File: config.mk
export PLATFORM = sky130hd
export DESIGN_NAME = ram_arbiter
export DESIGN_NICKNAME = d
export VERILOG_FILES = /design/src/rtl/ram_arb_pkg.sv /design/src/rtl/ram_rr_grant.sv /design/src/rtl/ram_arbiter.sv
export SDC_FILE = /design/constraint.sdc
export NUM_CORES = 1
export LEC_CHECK = 0
export ABC_AREA = 1
export CORE_AREA = 2 2 228 230
export CTS_CLUSTER_DIAMETER = 100
export DETAILED_ROUTE_END_ITERATION = 7
export DIE_AREA = 0 0 230 232
export SYNTH_ARGS = -nofsm -noshare
export SYNTH_HDL_FRONTEND = slang
export SYNTH_HIERARCHICAL = 1
export SYNTH_SLANG_ARGS = --single-unit
File: constraint.sdc
create_clock -name clk -period 8.55 [get_ports clk]
set_input_delay 0.855 -clock clk [delete_from_list [all_inputs] [get_ports clk]]
set_output_delay 0.855 -clock clk [all_outputs]
set_load 0.03 [all_outputs]
File: src/rtl/ram_arb_pkg.sv
// Shared definitions for the data-RAM arbiter: FSM encoding, default depth, requester ids.
package ram_arb_pkg;

  typedef enum logic [1:0] {
    IDLE   = 2'd0,
    ACCESS = 2'd1,
    RESP   = 2'd2
  } state_t;

  localparam int DEPTH_DEFAULT = 32;

  localparam logic PORT_CPU    = 1'b0;
  localparam logic PORT_LOADER = 1'b1;

endpackage

File: src/rtl/ram_rr_grant.sv
// Two-way round-robin grant: one-hot grant from valids, favouring the port not granted last.
module ram_rr_grant
  import ram_arb_pkg::*;
(
  input  logic [1:0] valid,
  input  logic       last_grant,
  output logic [1:0] grant
);

  always_comb begin
    grant = valid;
    if (valid == 2'b11) begin
      grant = (last_grant == PORT_CPU) ? 2'b10 : 2'b01;
    end
  end

endmodule

File: src/rtl/ram_arbiter.sv
// Two-port arbiter for the 32x64 data RAM: IDLE -> ACCESS -> RESP, one response pulse per access.
// Optional RAM_ARBITER_STATS_EN adds saturating grant/error counters.
module ram_arbiter
  import ram_arb_pkg::*;
#(
  parameter int ADDR_W = 64,
  parameter int DATA_W = 64,
  parameter int DEPTH  = DEPTH_DEFAULT
) (
  input  logic              clk,
  input  logic              reset,
  input  logic              req0_valid,
  output logic              req0_ready,
  input  logic              req0_write,
  input  logic [ADDR_W-1:0] req0_addr,
  input  logic [DATA_W-1:0] req0_wdata,
  output logic              rsp0_valid,
  output logic [DATA_W-1:0] rsp0_rdata,
  output logic              rsp0_err,
  input  logic              req1_valid,
  output logic              req1_ready,
  input  logic              req1_write,
  input  logic [ADDR_W-1:0] req1_addr,
  input  logic [DATA_W-1:0] req1_wdata,
  output logic              rsp1_valid,
  output logic [DATA_W-1:0] rsp1_rdata,
  output logic              rsp1_err,
  output logic [ADDR_W-1:0] ram_address,
  output logic              ram_read_en,
  output logic              ram_write_en,
  output logic [DATA_W-1:0] ram_data_in,
  input  logic [DATA_W-1:0] ram_out
`ifdef RAM_ARBITER_STATS_EN
  ,
  output logic [31:0]       stat_grants0,
  output logic [31:0]       stat_grants1,
  output logic [31:0]       stat_errors
`endif
);

  state_t              state, state_nxt;
  logic                last_grant;
  logic [1:0]          grant;
  logic                handshake;
  logic                sel_write;
  logic [ADDR_W-1:0]   sel_addr;
  logic [DATA_W-1:0]   sel_wdata;
  logic                cap_port, cap_write, cap_err;
  logic [ADDR_W-1:0]   cap_addr;
  logic [DATA_W-1:0]   cap_wdata;
  logic [DATA_W-1:0]   rdata0, rdata1;
  logic [DATA_W-1:0]   load_val;

  ram_rr_grant u_grant (
    .valid      ({req1_valid, req0_valid}),
    .last_grant (last_grant),
    .grant      (grant)
  );

  always_comb begin
    state_nxt    = state;
    handshake    = 1'b0;
    req0_ready   = 1'b0;
    req1_ready   = 1'b0;
    ram_read_en  = 1'b0;
    ram_write_en = 1'b0;
    rsp0_valid   = 1'b0;
    rsp1_valid   = 1'b0;
    case (state)
      IDLE: begin
        req0_ready = grant[0];
        req1_ready = grant[1];
        handshake  = |grant;
        if (handshake) state_nxt = ACCESS;
      end
      ACCESS: begin
        ram_read_en  = !cap_err && !cap_write;
        ram_write_en = !cap_err && cap_write;
        state_nxt    = RESP;
      end
      RESP: begin
        rsp0_valid = (cap_port == PORT_CPU);
        rsp1_valid = (cap_port == PORT_LOADER);
        state_nxt  = IDLE;
      end
      default: state_nxt = IDLE;
    endcase
  end

  always_comb begin
    sel_write = grant[1] ? req1_write : req0_write;
    sel_addr  = grant[1] ? req1_addr  : req0_addr;
    sel_wdata = grant[1] ? req1_wdata : req0_wdata;
    load_val  = (!cap_err && !cap_write) ? ram_out : '0;
  end

  always_ff @(posedge clk or posedge reset) begin
    if (reset) begin
      state      <= IDLE;
      last_grant <= PORT_LOADER;
      cap_port   <= PORT_CPU;
      cap_write  <= 1'b0;
      cap_err    <= 1'b0;
      cap_addr   <= '0;
      cap_wdata  <= '0;
      rdata0     <= '0;
      rdata1     <= '0;
    end else begin
      state <= state_nxt;
      if (handshake) begin
        cap_port   <= grant[1];
        last_grant <= grant[1];
        cap_write  <= sel_write;
        cap_addr   <= sel_addr;
        cap_wdata  <= sel_wdata;
        // Full-width compare so high address bits can never alias into the RAM.
        cap_err    <= (sel_addr >= ADDR_W'(DEPTH));
      end
      if (state == ACCESS) begin
        if (cap_port == PORT_CPU) rdata0 <= load_val;
        else                      rdata1 <= load_val;
      end
    end
  end

  assign ram_address = cap_addr;
  assign ram_data_in = cap_wdata;
  assign rsp0_rdata  = rdata0;
  assign rsp1_rdata  = rdata1;
  assign rsp0_err    = rsp0_valid && cap_err;
  assign rsp1_err    = rsp1_valid && cap_err;

`ifdef RAM_ARBITER_STATS_EN
  always_ff @(posedge clk or posedge reset) begin
    if (reset) begin
      stat_grants0 <= '0;
      stat_grants1 <= '0;
      stat_errors  <= '0;
    end else begin
      if (handshake && grant[0] && (stat_grants0 != '1)) stat_grants0 <= stat_grants0 + 32'd1;
      if (handshake && grant[1] && (stat_grants1 != '1)) stat_grants1 <= stat_grants1 + 32'd1;
      if ((state == ACCESS) && cap_err && (stat_errors != '1)) stat_errors <= stat_errors + 32'd1;
    end
  end
`endif

endmodule

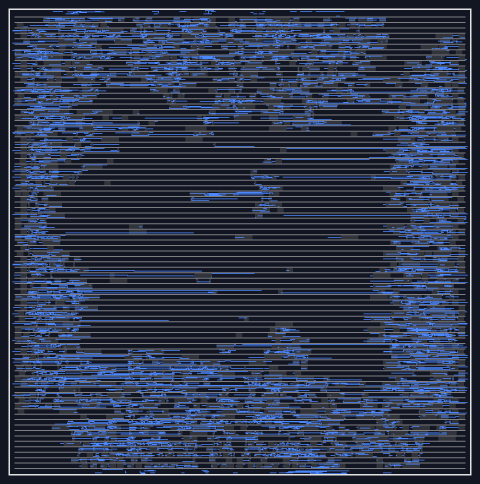
*M1 wires, run 1*
Drawn at 2 px/µm. Supply wires on this layer in gray. Cells faint in the background.
nets with wire on the layer = 1968
share of all routed wire = 40%
wire length on this layer = 17400 µm
main direction = horizontal
longest straight run = 101 µm
vias: 10900
met1 Use GR: 18.2%
Routed WL: 43400 µm

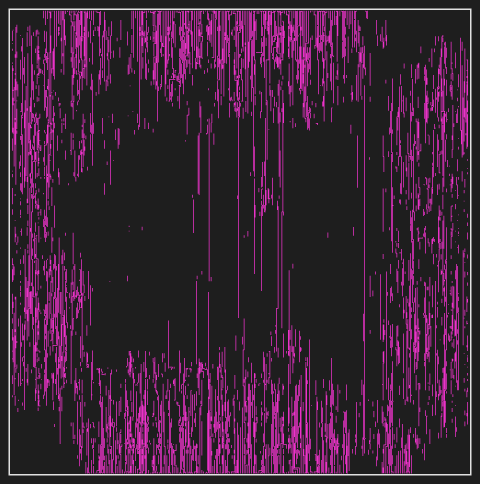
*M2 wires, run 1*
Drawn at 2 px/µm.
wire length on this layer = 20.9 mm
longest straight run = 177 µm
main direction = vertical

==> flow_summary.yaml, run 1 <==
# generated from flow reports
clocking:
  cts.sinks: 262
  cts_hold_buf: 0
  cts_tree: "built"
  cts-htree-levels: 1
  cts_root_buffer: "clkbuf_16"
  post_cts_buffers: 0
placement:
  dp.cells: 2534
sta:
  whs_ns: 0.480
  relSlewSlack_pct: 37.0
  layout_setup_ws_ns: 4.90
  fmax_ghz: 0.274
  maxSlewViolCount: 0
setup_path:
  rrSetupSlack_ns: 5.33
  crit_top_cell: "buf_4"
  slowest_delay_ns: 0.77
  crit_family: "buffers and inverters"
global_route:
  grt_overflow: 0
  antenna_found_initial: 0
  met2_usage_pct: 26.8
  grt_pass1_wl_um: 64700
synth:
  top_logic_kind: "simple AND/OR/NAND/NOR gates"
  ys_sh_adder_pct: 0
  synth.top_cells.by_count: "370 x nand2_1, 261 x dfrtp_1, 162 x nor2_1"
  synth_warnings: 6
  ys_cells: 1330
  compound_area_share_pct: 6.95
  top_area_cell: "dfrtp_1"
  ys_seq_share_pct: 53.1
  ys_types: 27
  fp_nets: 1656
  synthXorXnorAreaFrac_pct: 0
  top_area_share_pct: 52.9
hold_path:
  min_path_type: "register to register"
  min_delay_path_depth: 2
  min_from: "ram_address[48]"
final_layout:
  final_cell_count_no_fill: 2589
  num-multi-input-gates: 826
  flops: 262
  logic_area_um2: 4650
  buffers_excl_clock: 600
  layout_top_cells: "589 x clkdlybuf4s50_1, 369 x nand2_1, 261 x dfrtp_1"
  seqCellArea_um2: 6560
  diodes: 0
  inv_count: 166
  areaGrowthSynthToFinish_pct: 59.0
  drive_above_1_share_pct: 10.3
drt:
  met1_length_um: 17400
  first_pass_iters: 5
  drtIter0Drc: 374
  met3_length_um: 3530
pwr:
  powerClk_w: 0.00128
  p_sw_w: 0.00226
  p_seq_w: 0.00177
  p_total_w: 0.00552
  power.internal_w: 0.00327
floorplanning:
  row_count: 83
  die_width_um: 230
  initial_core_util_pct: 24.3
flow_run:
  drv_cap: 0
outcome:
  outcome: "complete, no violations"
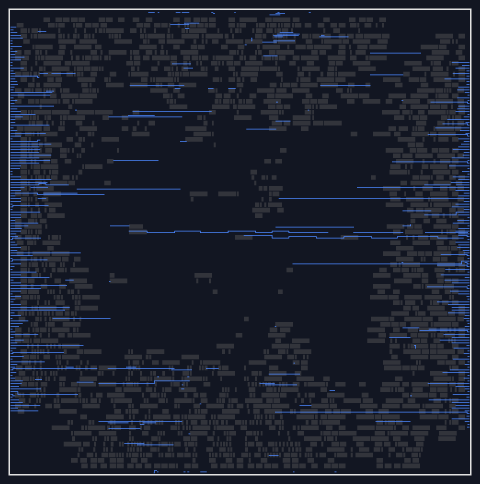
*Met3 routing, run 1*
Drawn at 2 px/µm. Cells faint in the background.
longest straight run = 95.9 µm
wire length on this layer = 3530 µm
main direction = horizontal
nets with wire on the layer = 330
met3 Usage GRT: 4.68%

==> run 2, diff against run 1 <==
==> constraint.sdc (replaced) <==
create_clock -name clk -period 3.3 [get_ports clk]
set_input_delay 0.33 -clock clk [delete_from_list [all_inputs] [get_ports clk]]
set_output_delay 0.33 -clock clk [all_outputs]
set_load 0.03 [all_outputs]
==> flow_summary.yaml, run 2 <==
# generated from flow reports
setup_path:
  crit_end: "req1_ready"
  slowest_delay_ns: 0.58
  crit_family: "buffers and inverters"
  worstPathMaxFanout: 44
  rrSetupSlack_ns: 0.88
clocking:
  cts_root_buffer: "clkbuf_16"
  max-clock-path-buffers: 3
  cts_tree: "built"
  post_cts_buffers: 0
  cts-htree-levels: 1
  cts.sinks: 262
drt:
  met1_length_um: 18000
  vias: 11000
  antenna_left: 0
  first_pass_iters: 5
  met3_length_um: 3280
  drt-total-wl_um: 43100
  drtIter0Drc: 615
  post-route-drc-count: 0
synth:
  synth_warnings: 6
  synth.top_cells.by_count: "370 x nand2_1, 261 x dfrtp_1, 162 x nor2_1"
  fp_nets: 1656
  top_area_share_pct: 52.9
  ys_seq_share_pct: 53.1
  ys_cells: 1330
  top_logic_kind: "simple AND/OR/NAND/NOR gates"
  ys_sh_adder_pct: 0
  ys_types: 27
  synthXorXnorAreaFrac_pct: 0
  top_area_cell: "dfrtp_1"
final_layout:
  layout_top_cells: "588 x clkdlybuf4s50_1, 369 x nand2_1, 261 x dfrtp_1"
  final_cell_count_no_fill: 2598
  num-multi-input-gates: 826
  inv_count: 166
  flops: 262
  diodes: 1
  seqCellArea_um2: 6560
  areaGrowthSynthToFinish_pct: 60.6
  drive_above_1_share_pct: 10.7
  logic_area_um2: 4650
pwr:
  power.internal_w: 0.00862
  seqPwrFrac_pct: 31.6
  p_clk_share_pct: 23.4
  powerClk_w: 0.00339
  p_seq_w: 0.00458
  p_sw_w: 0.00585
global_route:
  antenna_found_initial: 4
  met2_usage_pct: 26.0
  track_usage_pct: 15.7
  use_met1_pct: 19.5
  grt_overflow: 0
  grt_util_met3_pct: 4.74
  grt_pass1_wl_um: 65800
placement:
  dp.cells: 2540
sta:
  relSlewSlack_pct: 46.3
  finalClockPeriodUsage_pct: 84.2
  maxSlewViolCount: 0
  fmax_ghz: 0.360
  whs_ns: 0.0994
outcome:
  outcome: "complete, no violations"
hold_path:
  min_path_type: "input port to async pin"
floorplanning:
  die_width_um: 230
  initial_core_util_pct: 24.3
flow_run:
  drv_cap: 0
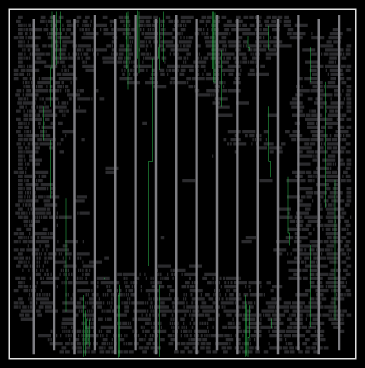
*The metal 4 layer, run 2*
Drawn at 1.5 px/µm. Supply wires on this layer in gray. Cells faint in the background.
main direction = vertical
longest straight run = 93.2 µm
share of all routed wire = 3.6%
wire length on this layer = 1560 µm

No activity file was given, so power comes from the tool's default toggle rates.
